==> src/rtl/imem_loader.sv <==
// Byte-stream program loader: assembles big-endian words from a framed stream and writes i_mem.
// Optional trailing XOR checksum byte enabled by defining IMEM_LOADER_CHECKSUM_EN.
module imem_loader #(
   parameter int unsigned          ADDR_W    = 32,
   parameter logic [ADDR_W-1:0]    BASE_ADDR = '0,
   parameter int unsigned          MAX_WORDS = 64
) (
   input  logic              clock,
   input  logic              Reset,
   input  logic [7:0]        in_data,
   input  logic              in_valid,
   output logic              in_ready,
   output logic              mem_we,
   output logic [ADDR_W-1:0] mem_addr,
   output logic [31:0]       mem_wdata,
   output logic              cpu_hold,
   output logic              done,
   output logic              error,
   output logic [15:0]       words_loaded
);

   typedef enum logic [2:0] {
      S_LEN,
      S_DATA,
      S_WRITE,
`ifdef IMEM_LOADER_CHECKSUM_EN
      S_CSUM,
`endif
      S_DONE,
      S_ERR
   } state_t;

   state_t      state_q, state_d;
   logic [31:0] len_q;
   logic [31:0] word_q;
   logic [1:0]  byte_cnt;
   logic [31:0] len_next;
   logic [31:0] count_next;
   logic        accept;
   logic        shifting;
`ifdef IMEM_LOADER_CHECKSUM_EN
   logic [7:0]  csum_q;
`endif

   assign accept     = in_valid && in_ready;
   assign shifting   = accept && (state_q == S_LEN || state_q == S_DATA);
   assign len_next   = {len_q[23:0], in_data};
   assign count_next = 32'(words_loaded) + 32'd1;

   assign mem_addr  = BASE_ADDR + ADDR_W'({words_loaded, 2'b00});
   assign mem_wdata = word_q;

   always_ff @(posedge clock) begin
      if (Reset) begin
         state_q      <= S_LEN;
         len_q        <= '0;
         word_q       <= '0;
         byte_cnt     <= '0;
         words_loaded <= '0;
`ifdef IMEM_LOADER_CHECKSUM_EN
         csum_q       <= '0;
`endif
      end else begin
         state_q <= state_d;
         if (accept && state_q == S_LEN)
            len_q <= len_next;
         if (accept && state_q == S_DATA)
            word_q <= {word_q[23:0], in_data};
         // 2-bit counter wraps 3->0 so the next word/length starts aligned
         if (shifting)
            byte_cnt <= byte_cnt + 2'd1;
`ifdef IMEM_LOADER_CHECKSUM_EN
         if (shifting)
            csum_q <= csum_q ^ in_data;
`endif
         if (state_q == S_WRITE)
            words_loaded <= words_loaded + 16'd1;
      end
   end

   always_comb begin
      state_d  = state_q;
      in_ready = 1'b0;
      mem_we   = 1'b0;
      done     = 1'b0;
      error    = 1'b0;
      cpu_hold = 1'b1;
      unique case (state_q)
         S_LEN: begin
            in_ready = 1'b1;
            if (accept && byte_cnt == 2'd3) begin
               if (len_next > 32'(MAX_WORDS))
                  state_d = S_ERR;
               else if (len_next == 32'd0)
`ifdef IMEM_LOADER_CHECKSUM_EN
                  state_d = S_CSUM;
`else
                  state_d = S_DONE;
`endif
               else
                  state_d = S_DATA;
            end
         end
         S_DATA: begin
            in_ready = 1'b1;
            if (accept && byte_cnt == 2'd3)
               state_d = S_WRITE;
         end
         S_WRITE: begin
            mem_we = 1'b1;
            if (count_next < len_q)
               state_d = S_DATA;
            else
`ifdef IMEM_LOADER_CHECKSUM_EN
               state_d = S_CSUM;
`else
               state_d = S_DONE;
`endif
         end
`ifdef IMEM_LOADER_CHECKSUM_EN
         S_CSUM: begin
            in_ready = 1'b1;
            if (accept)
               state_d = (in_data == csum_q) ? S_DONE : S_ERR;
         end
`endif
         S_DONE: begin
            done     = 1'b1;
            cpu_hold = 1'b0;
         end
         S_ERR: begin
            error = 1'b1;
         end
         default: state_d = S_ERR;
      endcase
   end

endmodule

==> config.mk <==
export PLATFORM = sky130hd
export DESIGN_NAME = imem_loader
export DESIGN_NICKNAME = d
export VERILOG_FILES = /design/src/rtl/imem_loader.sv
export SDC_FILE = /design/constraint.sdc
export NUM_CORES = 1
export LEC_CHECK = 0
export CORE_MARGIN = 2
export CORE_UTILIZATION = 46
export CTS_BUF_LIST = sky130_fd_sc_hd__clkbuf_16
export DETAILED_ROUTE_END_ITERATION = 6
export PLACE_DENSITY_LB_ADDON = 0.2
export SLEW_MARGIN = 20
export SYNTH_ARGS = -nofsm -noshare
export SYNTH_HDL_FRONTEND = slang
export SYNTH_SLANG_ARGS = --single-unit
export TNS_END_PERCENT = 50
==> constraint.sdc <==
create_clock -name clock -period 8 [get_ports clock]
set_clock_uncertainty 0.1 [all_clocks]
set_input_delay 2 -clock clock [delete_from_list [all_inputs] [get_ports clock]]
set_output_delay 2 -clock clock [all_outputs]
set_load 0.02 [all_outputs]
==> run_results.csv, run 1 <==
group,metric,value,unit
run_status,outcome,"finished clean",
global_routing,antenna_found_initial,0,
hold_path,hold_depth,2,
synth,netlist_area,4100,um2
final_timing,drv_slew,0,
clocking,clkSlewWorstSetupHoldPaths,70,ps
finish,layout.nets,604,
detailed_routing,top_layer,"met4",
hold_path,hold_class,"register to register",
pwr,p_per_area,175,nW/um2
die,fp_util,47.2,%
final_timing,fin_crit_sh,54.7,%
clocking,clk_latency,330,ps
finish,mostFrequentLayoutCell,"nand2_1",
final_timing,timing.hold.ws,356,ps
synth,fa_ha_area_share,5.50,%
placement,hpwlAfterDp,6180,um
setup_path,rr_worst_depth,11,
final_timing,grt_setup_unrepaired,"no",
setup_path,r2r_slack,4640,ps
die,io_pins,96,
detailed_routing,routed_via_density,5.10,
setup_path,startpoint_type,"register",
final_timing,setup_viol,0,
pwr,vdd_drop_max,111,uV
clocking,postCtsSetupBuffers,0,
setup_path,crit_end,"mem_we",
global_routing,top_usage_layer,"met2",
clocking,ctsHoldBuffers,0,
placement,gp_congestion,0.785,
synth,top_cell_area_share,41.5,%
synth,syn_avg_cell_area,7.73,um2
die,chipArea,9680,um2
detailed_routing,ant_nets,0,
global_routing,grt_max_degree,86,
clocking,cts_buffers,9,
setup_path,worst_ep_arrival_time,2280,ps
synth,simple_gate_area_share,24.8,%
setup_path,required,5900,ps
global_routing,grt_usage,18.6,%
synth,aoi_share,12.2,%
die,rows,34,
final_timing,fmax,0.228,GHz
clocking,ctsResizeCount,0,
run 1: power breakdown:
| part | switching (mW) | internal (mW) | total (mW) |
|---|---|---|---|
| clock | 0.181 | 0.215 | 0.396 |
| combinational | 0.0337 | 0.0151 | 0.0489 |
| sequential | 0.00558 | 0.429 | 0.434 |
| total | 0.221 | 0.658 | 0.879 |
run 1: layout make-up:
type	instances	area (um2)	share of cell area (%)
Sequential cell	85	1700	33.9
Inverter	19	71.3	1.42
Clock inverter	7	57.6	1.15
Timing Repair Buffer	80	793	15.8
Clock buffer	9	225	4.49
Tap cell	108	135	2.69
Multi-Input combinational cell	380	2030	40.5
run 1: through the flow:
step | instances | cell area (um2) | setup slack [ps] | power, mW | util, %
2_1_floorplan | 545 | 4150 | 4950 | 0.483 | -
3_3_place_gp | 672 | 4720 | 3860 | 0.491 | 54.4
3_5_place_dp | 672 | 4730 | 3850 | 0.492 | 54.5
4_1_cts | 688 | 5010 | 3620 | 0.885 | 57.7
5_1_grt | 688 | 5020 | 3480 | 0.911 | 57.8
6_report | 688 | 5020 | 3620 | 0.879 | 57.8
run 1: state kept, by name, summed over array words and instances, names as in the netlist:
register and count:
mem_wdata 32, words_loaded 16, len_q 32, byte_cnt 2, state_q 3
run 1: cell usage after synthesis, drive strengths merged:
master and count:
o21ai 7, nor4 13, o21bai 1, buf 41
a211oi 3, a2111oi 1, nand3b 1, nor2 21
xnor2 13, inv 19, or4 1, clkbuf 20
nand4b 1, or3 8, nand2 146, nand3 9
o21a 1, o2111ai 1, nor3 8, a21o 1
dfxtp 85, and4 1, o211ai 1, and3 5
conb 1, nand4 10, xor2 12, a21oi 79
ha 18, or2 2
run 1: worst max-delay path, stage by stage, from the launching register on:
cell	delay [ps]
dfxtp_1	330
inv_1	170
nand3b_1	450
inv_2	350
clkdlybuf4s50_1	650
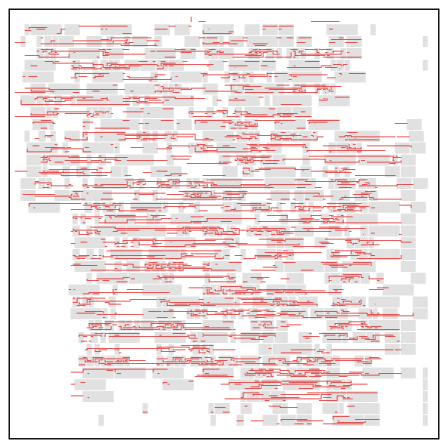
Fig. 1. Signal wires on met1 (run 1).
Cells faint in the background.
The layer carries 4,370 um of wire. 534 nets have wire on it. The longest straight run is 26.2 um. The layer holds 49% of the routed length.
routed vias: 3,512
WL final: 8970 um
GR Util met1: 26.3%

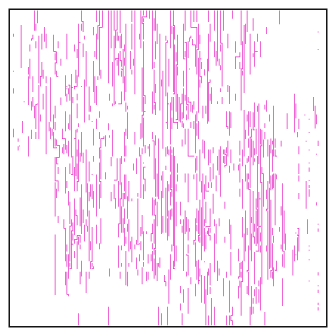
Fig. 2. M2 wires (run 1).
469 nets have wire on it. The longest straight run is 34.3 um.
GRT met2 Usage: 28.2%

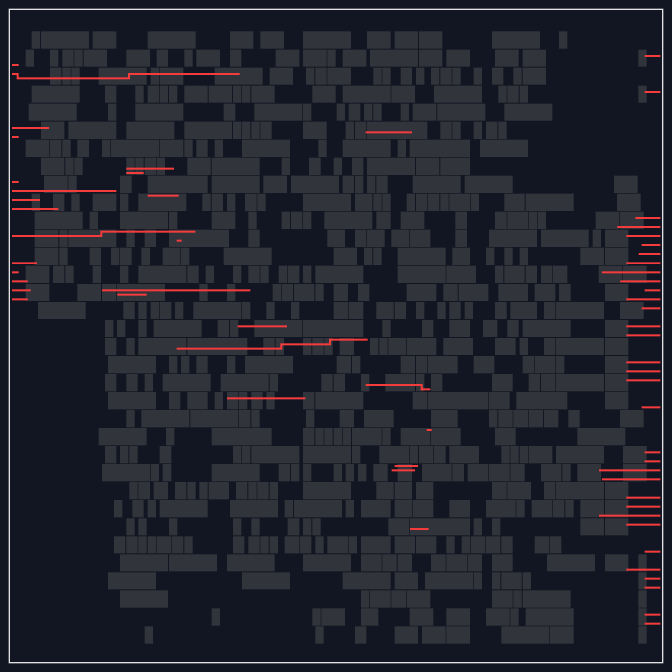
Fig. 3. M3 wires (run 1).
Cells faint in the background.
The wires run mostly horizontal. The layer holds 4.0% of the routed length. The layer carries 362 um of wire. The longest straight run is 22.1 um. 55 nets have wire on it.
met3 Use GR: 3.58%

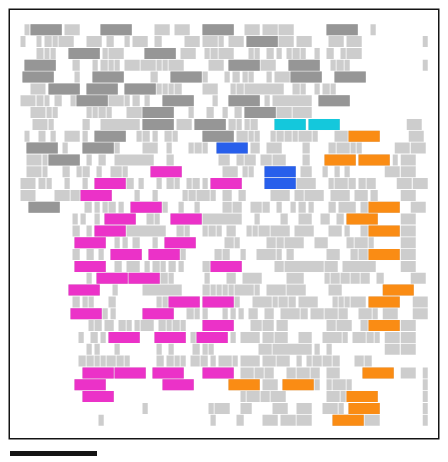
Fig. 4. Register map, names as in the netlist (run 1).
The bar under the picture is 20 um long. Other sequential cells in the stronger gray, the rest of the logic in the fainter gray.
Orange marks words_loaded, placed flops 16. Magenta marks len_q, placed flops 32. Cyan marks byte_cnt, placed flops 2. Blue marks state_q, placed flops 3.
Another 32 sequential cells are not colored.
post-layout util: 57.8%
Seq/total area: 33.9%
Seq power: 434 uW
FF+latch area: 1700 um2

Fig. 5: run 1, track usage over the die
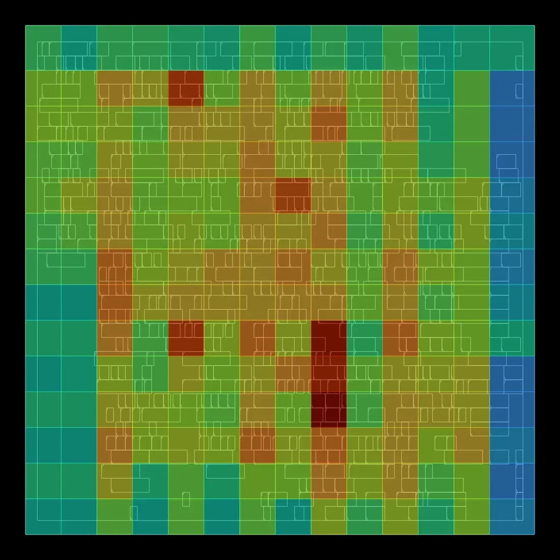

==> run 2, diff against run 1 <==
--- a/config.mk
+++ b/config.mk
@@ -6,7 +6,7 @@
 export NUM_CORES = 1
 export LEC_CHECK = 0
 export CORE_MARGIN = 2
-export CORE_UTILIZATION = 46
+export CORE_UTILIZATION = 45
 export CTS_BUF_LIST = sky130_fd_sc_hd__clkbuf_16
 export DETAILED_ROUTE_END_ITERATION = 6
 export PLACE_DENSITY_LB_ADDON = 0.2
==> constraint.sdc (replaced) <==
create_clock -name clock -period 3.9 [get_ports clock]
set_clock_uncertainty 0.1 [all_clocks]
set_input_delay 0.975 -clock clock [delete_from_list [all_inputs] [get_ports clock]]
set_output_delay 0.975 -clock clock [all_outputs]
set_load 0.02 [all_outputs]
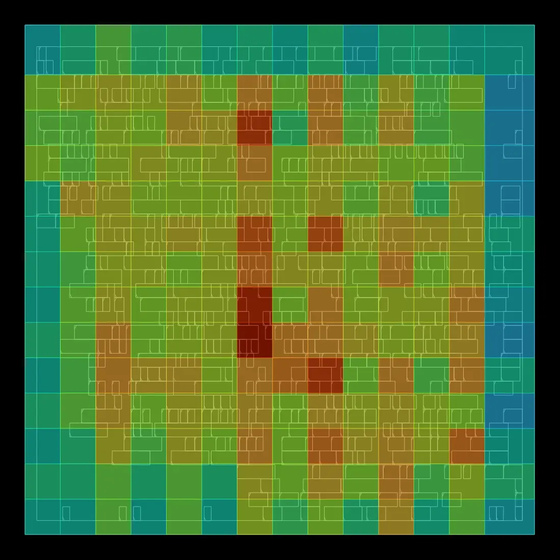
Fig. 6. Track usage over the die (run 2).
Top Usage Layer GRT: met2
Avg WL per Cell: 13.3 um
met3 Use GR: 3.72%

==> run_results.csv, run 2 <==
group,metric,value,unit
finish,mostFrequentLayoutCell,"nand2_1",
synth,most_common_cell,"nand2_1",
placement,post-place-ws,762,ps
global_routing,grt_max_degree,85,
detailed_routing,routed_via_density,5.14,
finish,layout.nets,609,
setup_path,critPathTopFamily,"simple AND/OR/NAND/NOR gates",
global_routing,grt_usage,19.0,%
pwr,comb_power_share,5.3,%
final_timing,fin_crit_sh,82.7,%
synth,synth-edff-count,0,
finish,fin_cells,693,
synth,yosys_most_used_dff,"dfxtp_1",
final_timing,finalWorstSetupSlack,675,ps
finish,final_area,5080,um2
detailed_routing,ant_nets,0,
global_routing,antenna_found_initial,0,
pwr,pwr-share-clk,48.0,%
final_timing,setup_viol,0,
setup_path,startpoint_type,"register",
pwr,p_sw_share,22.7,%
clocking,clk_latency,330,ps
clocking,ctsHoldBuffers,0,
run_status,outcome,"finished clean",
final_timing,timing.hold.ws,356,ps
synth,top_cell_area_share,41.5,%
clocking,postCtsSetupBuffers,0,
setup_path,worst_ep_arrival_time,3340,ps
synth,netlist_area,4100,um2
finish,final_core_util,58.0,%
clocking,cts_buffers,9,
synth,syn_avg_cell_area,7.73,um2
pwr,vdd_drop_max,217,uV
placement,hpwlAfterDp,6440,um
[run 2: cell counts after synthesis]
No cell type changed its count.
[run 2: cell families after synthesis]
kind of cell / after synthesis / share of synthesized area, %
xor gates and xnor gates: 25 / 5.34
DFF: 85 / 41.5
adders and majority gates: 18 / 5.50
other: 1 / 0.0915
buffers and inverters: 80 / 10.5
AOI/OAI and AO/OA: 95 / 12.2
and+or+nand+nor: 226 / 24.8
[run 2: per-layer routing]
layer	up-vias	track usage, %	wire, um
met2	80	28.4	4140
li1	1825	-	-
met4	0	6.64	81
met5	-	0	0
met3	6	3.72	443
met1	1652	27.5	4560
[run 2: layout make-up]
type / instances / share of cell area (%)
clock buffers: 9 / 4.43
clock inverters: 7 / 1.94
inverters: 19 / 1.40
multi-input cells: 380 / 39.7
flip-flops and latches: 85 / 33.5
well taps: 108 / 2.66
repair buffers: 85 / 16.3
[run 2: worst register-to-register path, cell delays in order (launching register included)]
cell	delay (ps)
dfxtp_1	470
ha_1	250
nand3_1	190
nor4_2	520
and3_1	280
xor2_1	200
ha_1	290
a21o_1	160
a211oi_1	240
o211ai_1	120
a211oi_1	190
o21ai_1	100
[run 2: path summary, 6_finish.rpt]
kind	startpoint	end	slack, ps	depth (start not counted)
hold / removal	mem_wdata[29]	mem_wdata[29]	360	2
setup reg to reg	words_loaded[0]	state_q[1]	670	11
setup / recovery	words_loaded[0]	state_q[1]	670	11
hold reg to reg	mem_wdata[29]	mem_wdata[29]	360	2
Fig. 7: run 2, M2 wires
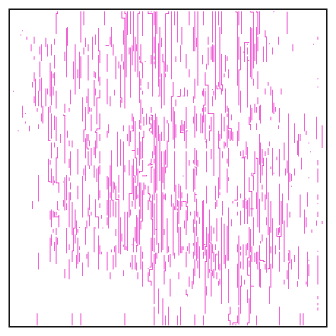

==> run 3, diff against run 2 <==
--- a/config.mk
+++ b/config.mk
@@ -6,7 +6,7 @@
 export NUM_CORES = 1
 export LEC_CHECK = 0
 export CORE_MARGIN = 2
-export CORE_UTILIZATION = 45
+export CORE_UTILIZATION = 46
 export CTS_BUF_LIST = sky130_fd_sc_hd__clkbuf_16
 export DETAILED_ROUTE_END_ITERATION = 6
 export PLACE_DENSITY_LB_ADDON = 0.2
==> constraint.sdc (replaced) <==
create_clock -name clock -period 3 [get_ports clock]
set_clock_uncertainty 0.1 [all_clocks]
set_input_delay 0.75 -clock clock [delete_from_list [all_inputs] [get_ports clock]]
set_output_delay 0.75 -clock clock [all_outputs]
set_load 0.02 [all_outputs]
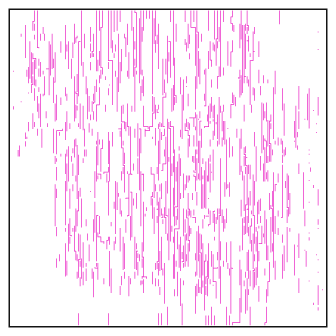
Fig. 8. M2 wires (run 3).
The layer carries 4,280 um of wire. The layer holds 46% of the routed length. The longest straight run is 35.2 um. The wires run mostly vertical. 506 nets have wire on it.
GRT met2 Usage: 30.4%
routed vias: 3,565
WL final: 9280 um

==> run_results.csv, run 3 <==
group,metric,value,unit
placement,gp_congestion,0.899,
final_timing,timing.hold.ws,356,ps
die,rows,34,
synth,ys_top_cells_by_count,"nand2_1 (146), dfxtp_1 (85), a21oi_1 (79)",
finish,layout.nets,619,
finish,mostFrequentLayoutCell,"nand2_1",
pwr,p_sw_share,23.2,%
final_timing,drv_slew,0,
setup_path,worst_ep_arrival_time,2920,ps
final_timing,grt_setup_unrepaired,"no",
synth,netlist_area,4100,um2
synth,syn_avg_cell_area,7.73,um2
pwr,top_power_group,"clock",
setup_path,startpoint_type,"register",
setup_path,required,3170,ps
pwr,p_int,1.93,mW
synth,synth.logic.top_family,"simple AND/OR/NAND/NOR gates",
pwr,p_clk,1.22,mW
finish,final_core_util,59.8,%
pwr,comb_power_share,5.4,%
pwr,vdd_drop_max,273,uV
final_timing,setup_viol,0,
synth,synth-edff-count,0,
setup_path,slowest_stage,"or3_1",
die,chipArea,9680,um2
die,io_pins,96,
setup_path,path_buffers,0,
pwr,pg_seq,1.16,mW
run_status,outcome,"finished clean",
hold_path,hold_class,"register to register",
global_routing,antenna_found_initial,0,
setup_path,max_stage_delay,410,ps
setup_path,critPathTopFamily,"simple AND/OR/NAND/NOR gates",
pwr,pwr-share-clk,48.5,%
synth,fa_ha_area_share,5.50,%
pwr,seqPwrFrac,46.1,%
setup_path,cpMostUsedCell,"nand4_1",
detailed_routing,ant_nets,0,
placement,hpwlAfterDp,6440,um
synth,ys_sh_xor,5.34,%
synth,yosys_most_used_dff,"dfxtp_1",
## run 3: cell types whose count changed in the layout (fill, tap and decap cells not counted), moves of 2 or more
cell	before	now
buf_4	6	16
dfxtp_1	85	79
inv_6	0	2
dfxtp_2	0	5
## run 3: final timing paths
check	slack (ps)	cells after the start	end	startpoint
min reg2reg	360	2	mem_wdata[25]	mem_wdata[25]
max	240	11	state_q[1]	words_loaded[3]
max reg2reg	240	11	state_q[1]	words_loaded[3]
min	360	2	mem_wdata[25]	mem_wdata[25]
## run 3: area by class of cell
type                    count  area (um2)
multi-input cells         380        2030
flip-flops and latches     85        1710
clock buffers               9         225
well taps                 108         135
fillers                   817        3490
repair buffers             95         906
clock inverters             7         104
inverters                  19        71.3
## run 3: metal layers
| metal | track usage, % | up-vias | share of wire [%] |
|---|---|---|---|
| met5 | 0 | - | 0 |
| met3 | 4.51 | 10 | 4.3 |
| li1 | - | 1840 | - |
| met2 | 30.4 | 67 | 46 |
| met1 | 26.9 | 1648 | 48 |
| met4 | 5.06 | 0 | 1.1 |
## run 3: stage by stage
step,worst slack [ps],cell area (um2),total power [mW],instances
floorplan,46.6,4150,1.29,545
global placement,162,4800,1.31,683
detailed placement,60.6,4800,1.31,683
CTS,24.3,5130,2.52,699
global route,18.1,5190,2.60,703
finish,243,5190,2.51,703
## run 3: tightest hold or removal path: stages (launching register included)
cell and delay, ps:
dfxtp_1 310, nand2_1 50, a21oi_1 50
## run 3: timing repair
item | 4_1_cts | 5_1_grt
gates resized | 0 | 10
endpoints found under the setup margin | 0 | 1
buffers inserted | 0 | 4
hold buffers | 0 | 0
Power and IR drop assume default switching activity.
